$ cat config.mk
export PLATFORM = sky130hd
export DESIGN_NAME = mem_line_xfer
export DESIGN_NICKNAME = d
export VERILOG_FILES = /design/src/rtl/mem_line_xfer.sv
export SDC_FILE = /design/constraint.sdc
export NUM_CORES = 1
export LEC_CHECK = 0
export CORE_MARGIN = 5
export CORE_UTILIZATION = 24
export CTS_CLUSTER_SIZE = 14
export DETAILED_ROUTE_END_ITERATION = 8
export GPL_TIMING_DRIVEN = 0
export PLACE_DENSITY_LB_ADDON = 0.2
export SLEW_MARGIN = 20
export SYNTH_ARGS = -nofsm -noshare
export SYNTH_HDL_FRONTEND = slang
export SYNTH_SLANG_ARGS = --single-unit
$ cat constraint.sdc
create_clock -name clk -period 3.8 [get_ports clk]
set_clock_uncertainty 0.15 [all_clocks]
set_input_delay 0.38 -clock clk [delete_from_list [all_inputs] [get_ports clk]]
set_output_delay 0.38 -clock clk [all_outputs]
set_load 0.01 [all_outputs]
$ cat src/rtl/mem_line_xfer.sv
// Line-transfer engine: turns one whole-line fill or writeback into a burst of
// single-word ren/wen accesses on a simple word-addressed memory port.
module mem_line_xfer #(
    parameter int WORDS_PER_LINE = 4,
    parameter int ADDR_W         = 32,
    parameter int DATA_W         = 32
) (
    input  logic                             clk,
    input  logic                             rst,
    input  logic                             req_valid,
    output logic                             req_ready,
    input  logic                             req_write,
    input  logic [ADDR_W-1:0]                req_line_addr,
    input  logic [WORDS_PER_LINE*DATA_W-1:0] wr_line,
    output logic [WORDS_PER_LINE*DATA_W-1:0] rd_line,
    output logic                             done,
    output logic                             busy,
    output logic                             mem_ren,
    output logic                             mem_wen,
    output logic [ADDR_W-1:0]                mem_addr,
    output logic [DATA_W-1:0]                mem_din,
    input  logic [DATA_W-1:0]                mem_dout,
    output logic [2:0]                       dbg_state
);

    localparam int LW     = $clog2(WORDS_PER_LINE);
    localparam int LINE_W = WORDS_PER_LINE * DATA_W;
    localparam logic [LW-1:0]     K_LAST     = LW'(WORDS_PER_LINE - 1);
    localparam logic [ADDR_W-1:0] LINE_MASK  = ~ADDR_W'(WORDS_PER_LINE - 1);

    typedef enum logic [2:0] {
        S_IDLE   = 3'd0,
        S_WRITE  = 3'd1,
        S_READ   = 3'd2,
        S_RDLAST = 3'd3,
        S_DONE   = 3'd4
    } state_t;

    state_t              state_q, state_d;
    logic [LW-1:0]       k_q, k_d;
    logic [LW-1:0]       k_inc;
    logic [ADDR_W-1:0]   base_q, base_d;
    logic [LINE_W-1:0]   wr_line_q, wr_line_d;
    logic [LINE_W-1:0]   rd_line_q, rd_line_d;
    logic                mem_ren_q, mem_ren_d;
    logic                mem_wen_q, mem_wen_d;
    logic [ADDR_W-1:0]   mem_addr_q, mem_addr_d;
    logic [DATA_W-1:0]   mem_din_q, mem_din_d;
    logic                accept;

    assign req_ready = (state_q == S_IDLE) && rst;
    assign accept    = req_valid && req_ready;
    assign k_inc     = k_q + 1'b1;

    // Strobes, address and write data are registered: the values computed here
    // describe the access that appears on the memory port in the next cycle.
    always_comb begin
        state_d    = state_q;
        k_d        = k_q;
        base_d     = base_q;
        wr_line_d  = wr_line_q;
        rd_line_d  = rd_line_q;
        mem_ren_d  = 1'b0;
        mem_wen_d  = 1'b0;
        mem_addr_d = mem_addr_q;
        mem_din_d  = '0;
        case (state_q)
            S_IDLE: begin
                if (accept) begin
                    base_d     = req_line_addr & LINE_MASK;
                    wr_line_d  = wr_line;
                    k_d        = '0;
                    mem_addr_d = req_line_addr & LINE_MASK;
                    if (req_write) begin
                        state_d   = S_WRITE;
                        mem_wen_d = 1'b1;
                        mem_din_d = wr_line[DATA_W-1:0];
                    end else begin
                        state_d   = S_READ;
                        mem_ren_d = 1'b1;
                    end
                end
            end
            S_WRITE: begin
                if (k_q == K_LAST) begin
                    state_d = S_DONE;
                    k_d     = '0;
                end else begin
                    k_d        = k_inc;
                    mem_wen_d  = 1'b1;
                    mem_addr_d = base_q + ADDR_W'(k_inc);
                    mem_din_d  = wr_line_q[int'(k_inc)*DATA_W +: DATA_W];
                end
            end
            S_READ: begin
                // Read data lags the strobe by one cycle, so word k-1 lands now.
                if (k_q != '0) begin
                    rd_line_d[(int'(k_q) - 1)*DATA_W +: DATA_W] = mem_dout;
                end
                if (k_q == K_LAST) begin
                    state_d = S_RDLAST;
                end else begin
                    k_d        = k_inc;
                    mem_ren_d  = 1'b1;
                    mem_addr_d = base_q + ADDR_W'(k_inc);
                end
            end
            S_RDLAST: begin
                rd_line_d[int'(k_q)*DATA_W +: DATA_W] = mem_dout;
                state_d = S_DONE;
                k_d     = '0;
            end
            S_DONE: begin
                state_d = S_IDLE;
            end
            default: begin
                state_d = S_IDLE;
                k_d     = '0;
            end
        endcase
    end

    always_ff @(posedge clk) begin
        if (!rst) begin
            state_q    <= S_IDLE;
            k_q        <= '0;
            base_q     <= '0;
            wr_line_q  <= '0;
            rd_line_q  <= '0;
            mem_ren_q  <= 1'b0;
            mem_wen_q  <= 1'b0;
            mem_addr_q <= '0;
            mem_din_q  <= '0;
        end else begin
            state_q    <= state_d;
            k_q        <= k_d;
            base_q     <= base_d;
            wr_line_q  <= wr_line_d;
            rd_line_q  <= rd_line_d;
            mem_ren_q  <= mem_ren_d;
            mem_wen_q  <= mem_wen_d;
            mem_addr_q <= mem_addr_d;
            mem_din_q  <= mem_din_d;
        end
    end

    assign rd_line   = rd_line_q;
    assign done      = (state_q == S_DONE);
    assign busy      = (state_q != S_IDLE);
    assign mem_ren   = mem_ren_q;
    assign mem_wen   = mem_wen_q;
    assign mem_addr  = mem_addr_q;
    assign mem_din   = mem_din_q;
    assign dbg_state = state_q;

endmodule

==> summary.txt, run 1 <==
The flow run is done. Deepest clock path buffer count landed at 3. For the worst setup path, the data arrival time is 3.86 ns. Simple-gate portion of the synthesized area landed at 0.150. On the worst setup and hold paths after CTS, the clock-pin slew comes to 0.07 ns. Worst slew slack as a fraction of its limit landed at 0.391.

Combinational share of cell area landed at 0.303. Internal power summed over all cells landed at 7.14 mW. Total power draw landed at 9.73 mW. The largest part of the power goes to clock. Peak fanout along the critical path landed at 10.

The first global-routing pass estimated 82500 um of wire. Per the OpenROAD floorplan log, the width of the die is 252 um. 4 antenna diodes ended up in the layout. Number of cells on the worst reg-to-reg path landed at 12. For this run, the detailed router's first-pass iteration total came to 5. Per Yosys stat, the portion of area used by sequential elements is 0.509. The initial utilization of the core area, before any placement, comes to 0.243. In the final routing, the length of wire on met1 measures 24000 um.

Across the VDD grid, the largest voltage drop is 0.317 mV. met1 track demand over resource after global routing is 0.215. The floorplan report gives the top-level pin count as 396. Final non-filler cell total landed at 2721. The worst register-to-register path ends at rd_line[89].

Summed over all nets, wire length on met2 after detailed routing comes to 26700 um. Total half-perimeter wirelength after legalization and detailed placement landed at 42200 um. The synthesis run identifies the leading combinational cell family as AND-OR/OR-AND gates.

Counting distinct cell types in the post-synthesis netlist gives 57. The global router reports that the layer with the highest usage is met2. By count the netlist is led by 357 x sky130_fd_sc_hd__dfxtp_1, 356 x sky130_fd_sc_hd__nand2_1, 194 x sky130_fd_sc_hd__a21oi_1. The run finished with clean final reports. The worst setup path is launched from a flop. Net switching component of the power landed at 2.59 mW.

Routed length on met3 landed at 3760 um.
-- run 1: placed cells by master, fill, tap and decap left out, types with 4 or more instances in the layout --
cell,n
sky130_fd_sc_hd__bufinv_16,6
sky130_fd_sc_hd__a32o_1,32
sky130_fd_sc_hd__mux4_2,31
sky130_fd_sc_hd__nor3_1,4
sky130_fd_sc_hd__a21oi_1,193
sky130_fd_sc_hd__dfxtp_1,357
sky130_fd_sc_hd__xnor2_1,4
sky130_fd_sc_hd__nand2_1,356
sky130_fd_sc_hd__a211oi_2,30
sky130_fd_sc_hd__buf_2,51
sky130_fd_sc_hd__a22o_1,64
sky130_fd_sc_hd__clkinvlp_4,6
sky130_fd_sc_hd__buf_4,9
sky130_fd_sc_hd__buf_1,5
sky130_fd_sc_hd__clkdlybuf4s50_1,392
sky130_fd_sc_hd__buf_6,10
sky130_fd_sc_hd__diode_2,4
sky130_fd_sc_hd__nor2_1,76
sky130_fd_sc_hd__clkbuf_16,44
sky130_fd_sc_hd__clkbuf_1,65
sky130_fd_sc_hd__and3_1,33
sky130_fd_sc_hd__a22oi_1,32
sky130_fd_sc_hd__ha_1,7
sky130_fd_sc_hd__mux2i_1,32
sky130_fd_sc_hd__nand3b_1,4
sky130_fd_sc_hd__clkinv_2,8
sky130_fd_sc_hd__o211ai_1,33
sky130_fd_sc_hd__inv_1,7
-- run 1: worst max-delay path, delay by kind of cell (launching register included) --
kind | cells | cell delay (ns)
buffers and inverters | 7 | 1.66
AOI/OAI and AO/OA | 2 | 0.45
adders and majority gates | 1 | 0.33
DFF | 1 | 0.41
and+or+nand+nor | 2 | 0.38
-- run 1: registers in the layout, summed over array words and instances (netlist names) --
name / cells
rd_line: 128
wr_line_q: 128
mem_addr: 32
mem_din: 32
base_q: 30
dbg_state: 3
k_q: 2
mem_ren: 1
mem_wen: 1
Fig. 1: run 1, floorplan with the power grid
Scale bar: 100 um. Pins as bars on the die edge.
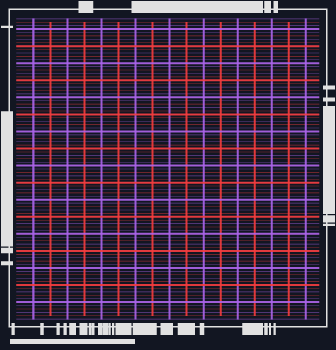
net	color
VSS	purple
VDD	red
signal pins	396
met4 straps	17

Fig. 2: run 1, clock network drawn from the DEF
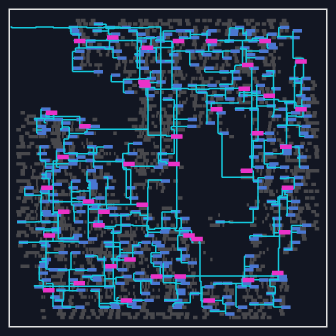
[flip-flops] blue | count: 357
[cells driving clock nets] magenta | count: 44
[clock wires] cyan | length: 5450 um
flops lie	all over the die
P_clk: 4.38 mW
portion of total power attributed to the clock network: 0.450
Skew-Pair Late Insertion Delay: 0.59 ns

Fig. 3: run 1, cells colored by class
Fill, decap, tap and diode cells in gray.
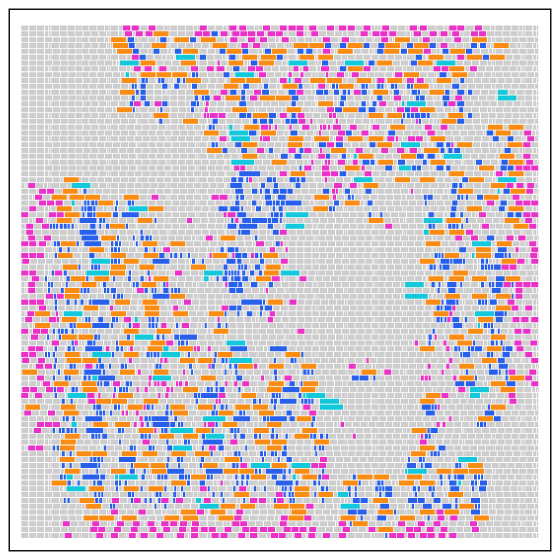
class	color	cells	share of their area
all other logic	blue	987	32%
flip-flops	orange	357	37%
clock drivers and dummy loads	cyan	78	7.8%
other buffers and delay cells	magenta	530	24%
area of the core: 0.0578 mm2
register fraction of the total cell area: 0.349
standard-cell row count: 88

--- run 2 (diff from run 1) ---
Settings changed: CAP_MARGIN set to 10, CORE_UTILIZATION 24 to 48, TNS_END_PERCENT set to 100.
==> summary.txt, run 2 <==
The flow run is done. In this run the deepest clock path goes through 3 buffers. Across all checked pins, the minimum headroom to the slew limit is 0.386. Peak fanout along the critical path landed at 10. Global-route met1 utilization landed at 0.327. For the worst reg-to-reg path, the endpoint reported by OpenROAD is rd_line[47].

In this run the count of I/O pins placed on the die edge is 396. The top cell type in the final layout, fill and taps aside, is sky130_fd_sc_hd__clkdlybuf4s50_1. Wire length of the first global-routing pass landed at 71700 um.

The flow ran to the end, and the final reports show no timing, DRC or antenna violations. Final net count landed at 2116. In the synthesized netlist, the cells that appear most often are 357 x sky130_fd_sc_hd__dfxtp_1, 356 x sky130_fd_sc_hd__nand2_1, 194 x sky130_fd_sc_hd__a21oi_1. At the later pin of the worst-skew pair, clock insertion delay measures 0.52 ns. Number of cells on the worst reg-to-reg path landed at 12.

Share of synthesized area occupied by flip-flops and latches landed at 0.509. For this block, wires on met1 add up to 18600 um. Wire segments on met2 add up to 23000 um in the final route. In this run the most used layer during global routing was met2. The floorplan has 62 rows. Overall power consumption after layout is estimated at 9.05 mW. In this run, the synthesized area fraction spent on and/or/nand/nor cells is recorded as 0.150. The timing report attributes the biggest portion of critical-path delay to buffers and inverters. Yosys shows that the main logic family after synthesis is AND-OR/OR-AND gates. Count of buffering cells on the critical path with inverters included landed at 7. At the floorplan stage, the core utilization is reported as 0.488.

The first TritonRoute pass finished after 5 iterations. According to the timing report, the arrival time at the worst endpoint equals 3.91 ns. Routed length on met3 landed at 3720 um. The worst setup path is launched from a flop. Distinct cell type count after synthesis landed at 57.
run 2: cell counts after synthesis:
No cell type changed its count.
run 2: logic make-up after synthesis:
kind of cell / Yosys count
AND/OR/NAND/NOR: 502
multiplexers: 64
AND-OR/OR-AND: 403
XOR/XNOR: 4
adder cells (fa/ha/maj): 7
buffers and inverters: 144
flip-flops: 357
run 2: power breakdown:
part           leakage, nW  total [mW]  internal [mW]  switching (mW)
Sequential            2.90        3.98           3.90          0.0848
Clock                0.629        3.74           2.26            1.48
Combinational         3.64        1.33          0.614           0.712
run 2: stage by stage:
stage | cell area [um2] | std cells | setup slack, ns | utilization | hold WS (ns)
after global placement | 18400 | 2257 | 0.151 | 0.641 | 0.288
after global routing | 19700 | 2328 | 0.00336 | 0.686 | 0.259
after detailed placement | 18400 | 2257 | 0.132 | 0.641 | 0.292
after CTS | 19700 | 2324 | 0.109 | 0.685 | 0.232
final | 19700 | 2328 | 0.204 | 0.686 | 0.255
after floorplan | 14000 | 1481 | 0.853 | - | 0.282
run 2: what timing repair did:
| action | CTS | global route |
|---|---|---|
| resized | 0 | 2 |
| hold buffers | 0 | 0 |
| endpoints found under the setup margin | 0 | 38 |
run 2: worst register-to-register path, delay by kind of cell (launching register included):
family / cells / cell delay, ns
AND-OR/OR-AND: 2 / 0.82
AND/OR/NAND/NOR: 2 / 0.31
adder cells (fa/ha/maj): 1 / 0.33
buffers and inverters: 7 / 1.54
flip-flops: 1 / 0.39
run 2: final cells by class:
type | instances | area [um2]
sequential | 357 | 7150
clock buffer | 63 | 1230
buffer | 137 | 684
multi-input combinational | 980 | 6190
antenna | 4 | 10.0
clock inverter | 4 | 45.0
inverter | 7 | 26.3
tap | 384 | 480
fill | 2270 | 9050
timing repair buffer | 392 | 3920
Fig. 4: run 2, floorplan with the power grid
Scale bar: 50 um. Pins as bars on the die edge.
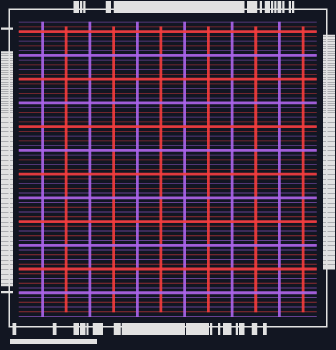
net	color
VDD	red
VSS	purple
rows	62
signal pins	396
met1 rails	63
met5 straps	12
vertical die dimension: 181 um
area of the core: 0.0288 mm2
Horiz. Die Dim: 181 um
maximum ir drop on the vdd rail: 0.347 mV

Fig. 5: run 2, cells colored by class
Fill, decap, tap and diode cells in gray.
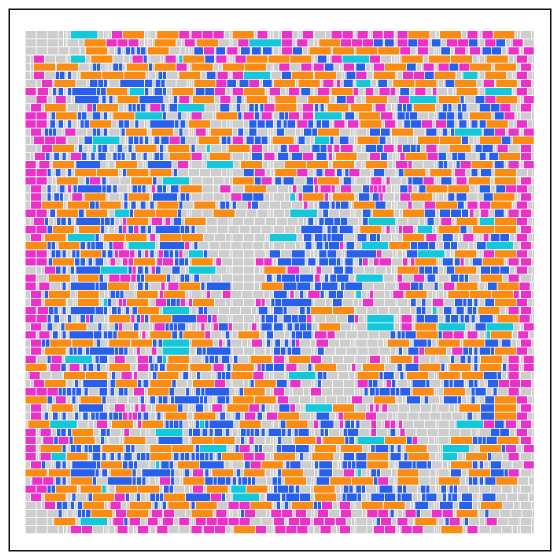
class	color	cells	share of their area
flip-flops	orange	357	37%
clock drivers and dummy loads	cyan	67	6.6%
other buffers and delay cells	magenta	529	24%
all other logic	blue	987	32%

Power and IR drop assume default switching activity.
